The metal 1 layer:
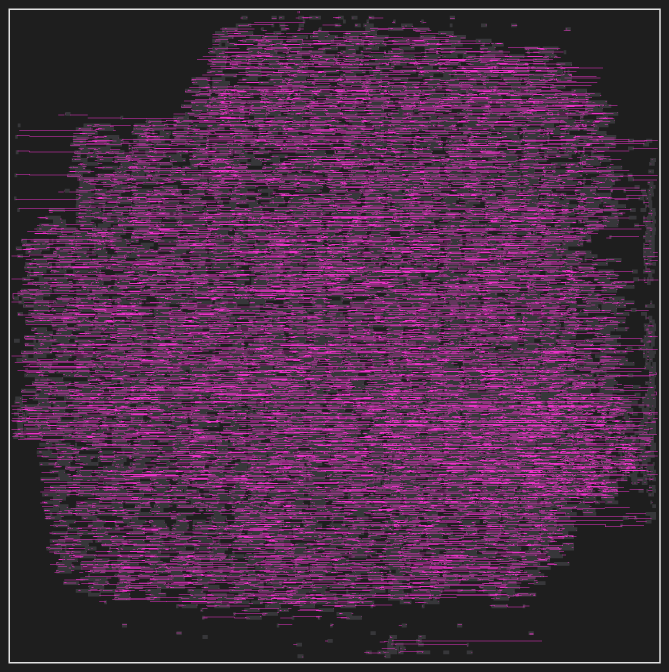
M2 wires:
Bar = 100 um.
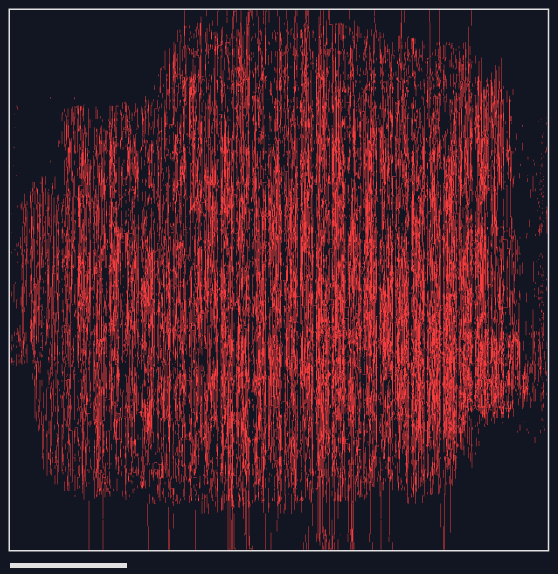
Met3 routing:
Bar = 100 um.
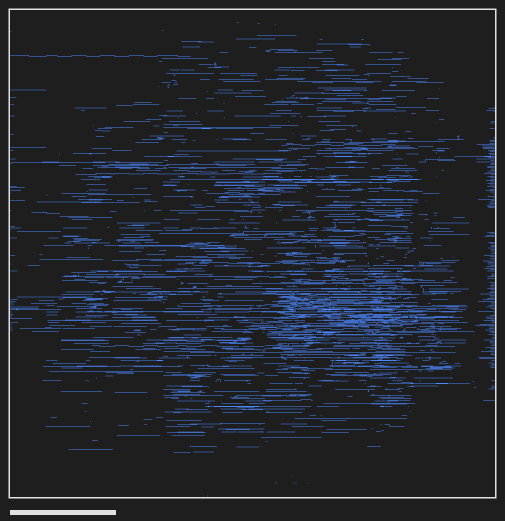
===== src/rtl/in_order_writeback_pkg.sv =====
// Shared UArch package for the in-order writeback block: ROB depth helper and
// commit trace formatting constants/helpers.
package in_order_writeback_pkg;

    // Trace layout is "H:hh A:hh R:hh"; sequence numbers print as two hex digits.
    localparam int          TRACE_CHARS = 14;
    localparam logic [15:0] TRACE_IDLE  = "--";

    function automatic int rob_depth(input int seq_bits);
        return 1 << seq_bits;
    endfunction

    function automatic logic [7:0] hex_char(input logic [3:0] nib);
        return (nib < 4'd10) ? (8'h30 + {4'h0, nib}) : (8'h57 + {4'h0, nib});
    endfunction

    function automatic logic [15:0] hex_byte(input logic [7:0] v);
        return {hex_char(v[7:4]), hex_char(v[3:0])};
    endfunction

endpackage


===== src/rtl/in_order_writeback_if.sv =====
// Execute-to-writeback message channel (val/rdy handshake with sequence number).
interface X__WIntf #(
    parameter int p_addr_bits    = 32,
    parameter int p_data_bits    = 32,
    parameter int p_seq_num_bits = 5
);
    logic                      val;
    logic                      rdy;
    logic [p_addr_bits-1:0]    pc;
    logic [p_seq_num_bits-1:0] seq_num;
    logic [4:0]                waddr;
    logic [p_data_bits-1:0]    wdata;
    logic                      wen;

    modport send (output val, pc, seq_num, waddr, wdata, wen, input rdy);
    modport recv (input val, pc, seq_num, waddr, wdata, wen, output rdy);
endinterface


===== src/rtl/wb_rob_storage.sv =====
// Reorder-buffer payload array indexed by seq_num: one write port, one
// combinational read port (driven with the head pointer).
module wb_rob_storage
    import in_order_writeback_pkg::*;
#(
    parameter int p_addr_bits    = 32,
    parameter int p_data_bits    = 32,
    parameter int p_seq_num_bits = 5
) (
    input  logic                      clk,
    input  logic                      wr_en,
    input  logic [p_seq_num_bits-1:0] wr_idx,
    input  logic [p_addr_bits-1:0]    wr_pc,
    input  logic [4:0]                wr_waddr,
    input  logic [p_data_bits-1:0]    wr_wdata,
    input  logic                      wr_wen,
    input  logic [p_seq_num_bits-1:0] rd_idx,
    output logic [p_addr_bits-1:0]    rd_pc,
    output logic [4:0]                rd_waddr,
    output logic [p_data_bits-1:0]    rd_wdata,
    output logic                      rd_wen
);
    localparam int DEPTH = rob_depth(p_seq_num_bits);

    typedef struct packed {
        logic [p_addr_bits-1:0] pc;
        logic [4:0]             waddr;
        logic [p_data_bits-1:0] wdata;
        logic                   wen;
    } entry_t;

    entry_t mem [DEPTH];

    // NOTE: payload is deliberately not reset; the valid bits in the parent
    // decide whether an entry is meaningful, so a reset here only costs area.
    always_ff @(posedge clk) begin
        if (wr_en) mem[wr_idx] <= '{pc: wr_pc, waddr: wr_waddr, wdata: wr_wdata, wen: wr_wen};
    end

    assign rd_pc    = mem[rd_idx].pc;
    assign rd_waddr = mem[rd_idx].waddr;
    assign rd_wdata = mem[rd_idx].wdata;
    assign rd_wen   = mem[rd_idx].wen;
endmodule


===== src/rtl/in_order_writeback.sv =====
// In-order writeback: buffers out-of-order execute results by seq_num and retires
// them one per cycle in order. `IN_ORDER_WRITEBACK_BYPASS_EN adds a 0-latency head bypass.
module in_order_writeback
    import in_order_writeback_pkg::*;
#(
    parameter int p_addr_bits    = 32,
    parameter int p_data_bits    = 32,
    parameter int p_seq_num_bits = 5
) (
    input  logic                       clk,
    input  logic                       rst,
    X__WIntf.recv                      X,
    output logic [4:0]                 rf_waddr,
    output logic [p_data_bits-1:0]     rf_wdata,
    output logic                       rf_wen,
    output logic                       commit_val,
    output logic [p_addr_bits-1:0]     commit_pc,
    output logic [p_seq_num_bits-1:0]  commit_seq_num,
    output logic [8*TRACE_CHARS-1:0]   line_trace
);
    localparam int DEPTH = rob_depth(p_seq_num_bits);

    logic [DEPTH-1:0]          valid;
    logic [p_seq_num_bits-1:0] head;
    logic                      accept, bypass, store, retire_buf;
    logic [p_addr_bits-1:0]    rd_pc;
    logic [4:0]                rd_waddr;
    logic [p_data_bits-1:0]    rd_wdata;
    logic                      rd_wen;

    // rdy looks only at pre-clear state, so the slot retiring this cycle is never re-filled.
    assign X.rdy  = !valid[X.seq_num];
    assign accept = X.val && !valid[X.seq_num];

`ifdef IN_ORDER_WRITEBACK_BYPASS_EN
    assign bypass = X.val && (X.seq_num == head) && !valid[head];
`else
    assign bypass = 1'b0;
`endif

    assign store      = accept && !bypass;
    assign retire_buf = valid[head];

    wb_rob_storage #(
        .p_addr_bits   (p_addr_bits),
        .p_data_bits   (p_data_bits),
        .p_seq_num_bits(p_seq_num_bits)
    ) u_storage (
        .clk     (clk),
        .wr_en   (store),
        .wr_idx  (X.seq_num),
        .wr_pc   (X.pc),
        .wr_waddr(X.waddr),
        .wr_wdata(X.wdata),
        .wr_wen  (X.wen),
        .rd_idx  (head),
        .rd_pc   (rd_pc),
        .rd_waddr(rd_waddr),
        .rd_wdata(rd_wdata),
        .rd_wen  (rd_wen)
    );

    always_comb begin
        // NOTE: every output gets a default first so no path can infer a latch.
        commit_val     = 1'b0;
        commit_pc      = '0;
        commit_seq_num = '0;
        rf_waddr       = '0;
        rf_wdata       = '0;
        rf_wen         = 1'b0;
        if (retire_buf) begin
            commit_val     = 1'b1;
            commit_pc      = rd_pc;
            commit_seq_num = head;
            rf_waddr       = rd_waddr;
            rf_wdata       = rd_wdata;
            rf_wen         = rd_wen && (rd_waddr != 5'd0);
        end else if (bypass) begin
            commit_val     = 1'b1;
            commit_pc      = X.pc;
            commit_seq_num = head;
            rf_waddr       = X.waddr;
            rf_wdata       = X.wdata;
            rf_wen         = X.wen && (X.waddr != 5'd0);
        end
    end

    // NOTE: state uses non-blocking assignments so every read sees pre-edge values.
    always_ff @(posedge clk or negedge rst) begin
        if (!rst) begin
            valid <= '0;
            head  <= '0;
        end else begin
            if (retire_buf) valid[head]      <= 1'b0;
            if (store)      valid[X.seq_num] <= 1'b1;
            if (commit_val) head             <= head + 1'b1;
        end
    end

    assign line_trace = {"H:", hex_byte(8'(head)),
                         " A:", accept ? hex_byte(8'(X.seq_num)) : TRACE_IDLE,
                         " R:", commit_val ? hex_byte(8'(commit_seq_num)) : TRACE_IDLE};
endmodule


===== src/flat_wrapper.sv =====
// flat-port wrapper written by rule: the top's interface ports become plain ports
module in_order_writeback_flat import in_order_writeback_pkg::*;
#(
    parameter int p_addr_bits    = 32,
    parameter int p_data_bits    = 32,
    parameter int p_seq_num_bits = 5
)
  (clk, rst, rf_waddr, rf_wdata, rf_wen, commit_val, commit_pc, commit_seq_num, line_trace, X_val, X_pc, X_seq_num, X_waddr, X_wdata, X_wen, X_rdy);
  X__WIntf #(.p_addr_bits(p_addr_bits), .p_data_bits(p_data_bits), .p_seq_num_bits(p_seq_num_bits)) X_i ();
  input  logic clk;
  input  logic rst;
  output logic [4:0] rf_waddr;
  output logic [p_data_bits-1:0] rf_wdata;
  output logic rf_wen;
  output logic commit_val;
  output logic [p_addr_bits-1:0] commit_pc;
  output logic [p_seq_num_bits-1:0] commit_seq_num;
  output logic [8*TRACE_CHARS-1:0] line_trace;
  input wire logic [$bits(X_i.val)-1:0] X_val;
  input wire logic [$bits(X_i.pc)-1:0] X_pc;
  input wire logic [$bits(X_i.seq_num)-1:0] X_seq_num;
  input wire logic [$bits(X_i.waddr)-1:0] X_waddr;
  input wire logic [$bits(X_i.wdata)-1:0] X_wdata;
  input wire logic [$bits(X_i.wen)-1:0] X_wen;
  output wire logic [$bits(X_i.rdy)-1:0] X_rdy;
  assign X_i.val = X_val;
  assign X_i.pc = X_pc;
  assign X_i.seq_num = X_seq_num;
  assign X_i.waddr = X_waddr;
  assign X_i.wdata = X_wdata;
  assign X_i.wen = X_wen;
  assign X_rdy = X_i.rdy;
  in_order_writeback #(.p_addr_bits(p_addr_bits), .p_data_bits(p_data_bits), .p_seq_num_bits(p_seq_num_bits)) u_core (.clk(clk), .rst(rst), .X(X_i), .rf_waddr(rf_waddr), .rf_wdata(rf_wdata), .rf_wen(rf_wen), .commit_val(commit_val), .commit_pc(commit_pc), .commit_seq_num(commit_seq_num), .line_trace(line_trace));
endmodule

===== config.mk =====
export PLATFORM = sky130hd
export DESIGN_NAME = in_order_writeback_flat
export DESIGN_NICKNAME = d
export VERILOG_FILES = /design/src/rtl/in_order_writeback_pkg.sv /design/src/rtl/in_order_writeback_if.sv /design/src/rtl/wb_rob_storage.sv /design/src/rtl/in_order_writeback.sv /design/src/flat_wrapper.sv
export SDC_FILE = /design/constraint.sdc
export NUM_CORES = 2
export LEC_CHECK = 0
export CORE_AREA = 2 2 457 459
export DETAILED_ROUTE_END_ITERATION = 6
export DIE_AREA = 0 0 459 461
export GPL_TIMING_DRIVEN = 0
export SETUP_SLACK_MARGIN = 0.4
export SLEW_MARGIN = 40
export SYNTH_ARGS = -nofsm -noshare
export SYNTH_HDL_FRONTEND = slang
export SYNTH_SLANG_ARGS = --single-unit

===== constraint.sdc =====
create_clock -name clk -period 3.75 [get_ports clk]
set_clock_uncertainty 0.2 [all_clocks]
set_input_delay 0.5625 -clock clk [delete_from_list [all_inputs] [get_ports clk]]
set_output_delay 0.5625 -clock clk [all_outputs]
set_load 0.05 [all_outputs]

==> impl_metrics.env <==
# yosys + openroad results
export IMPL_logic_gates=1497
export IMPL_final_cell_mix="edfxtp_1 (2,240), mux4_2 (547), buf_4 (299), clkbuf_16 (263), nor2_1 (172)"
export IMPL_ant_nets=0
export IMPL_slew_viol_final=0
export IMPL_fin_crit_ns=4.530
export IMPL_comb_area_mm2=0.02072
export IMPL_common_cells="edfxtp_1 (2,240), mux4_2 (547), nor2_1 (199)"
export IMPL_drc_errors=0
export IMPL_ctsLongestPathBuffers=3
export IMPL_ys_sh_simple_pct=1.852
export IMPL_post_synth_xor_area_fraction_pct=0.04958
export IMPL_layout_top_cell="edfxtp_1"
export IMPL_worst_ep_arrival_time_ns=3.77
export IMPL_start_kind="flip-flop"
export IMPL_drt_first_iter_violations=7730
export IMPL_violations="hold timing, setup timing"
export IMPL_comb_cell_power_mw=39.6
export IMPL_drt_first_pass_iters=6
export IMPL_yosysUniqueCellTypes=58
export IMPL_r2r_setup_slack_ns=0.36
export IMPL_synth_edff_count=2240
export IMPL_syn_avg_cell_area_um2=21.81
export IMPL_antenna_found_initial=18
export IMPL_rows=167
export IMPL_setup_ws_ns=-0.7803
export IMPL_hold_viol=34
export IMPL_post_cts_setup_buffers=168
export IMPL_top_cells_by_area="edfxtp_1 (76%), mux4_2 (14%), mux2i_1 (1.7%)"
export IMPL_status="finished, violations left"
export IMPL_clockNetworkAreaShare_pct=6.081
export IMPL_synthCells=4050
export IMPL_fp_util_pct=42.78
export IMPL_hold_ws_ns=-0.008670
export IMPL_area_delta_synth_final_pct=27.20
export IMPL_cts_hold_buf=31
export IMPL_setup_viol=94
export IMPL_yosys_area_top_type_share_pct=76.16
export IMPL_drv_cap=0
export IMPL_worst_setup_path_type="reg -> out"
Back to the opening pictures, 'the metal 1 layer':
main direction	horizontal
wire length on this layer	111 mm
nets with wire on the layer	4,843
longest straight run	162 um
share of all routed wire	39%
DR vias: 49,230
GRT met1 Usage: 36.61%
Routed WL: 284,600 um

Back to the opening pictures, 'M2 wires':
share of all routed wire	45%
wire length on this layer	127 mm
nets with wire on the layer	4,635
longest straight run	158 um
main direction	vertical
global routing usage on met2: 38.95%

Back to the opening pictures, 'met3 routing':
wire length on this layer	32.8 mm
longest straight run	251 um
met3 usage: 5.690%

[state kept, by name, indices dropped and copies added, names as in the netlist]
name                  count
u_core.u_storage.mem   2240
u_core.valid             32
u_core.head               5
[per-stage QoR]
stage	util (%)	setup WS [ns]	cells	hold WS [ns]
floorplan	-	-0.1657	4133	0.06691
global placement	45.55	-2.674	7017	0.2899
detailed placement	46.45	-1.921	7117	0.3020
CTS	53.25	-0.7193	7771	0.0009779
global route	54.42	-0.7831	7927	0.0007125
finish	54.42	-0.7803	7927	-0.008670
[critical path, stage by stage, from the launching register on]
cell and delay [ns]:
dfrtp_1 0.39, buf_8 0.16, buf_12 0.13, buf_16 0.16, buf_6 0.11, mux4_2 0.57, a221oi_4 0.40, buf_12 0.20
buf_16 0.17, buf_12 0.13, buf_16 0.14, o22ai_4 0.11, buf_6 0.18
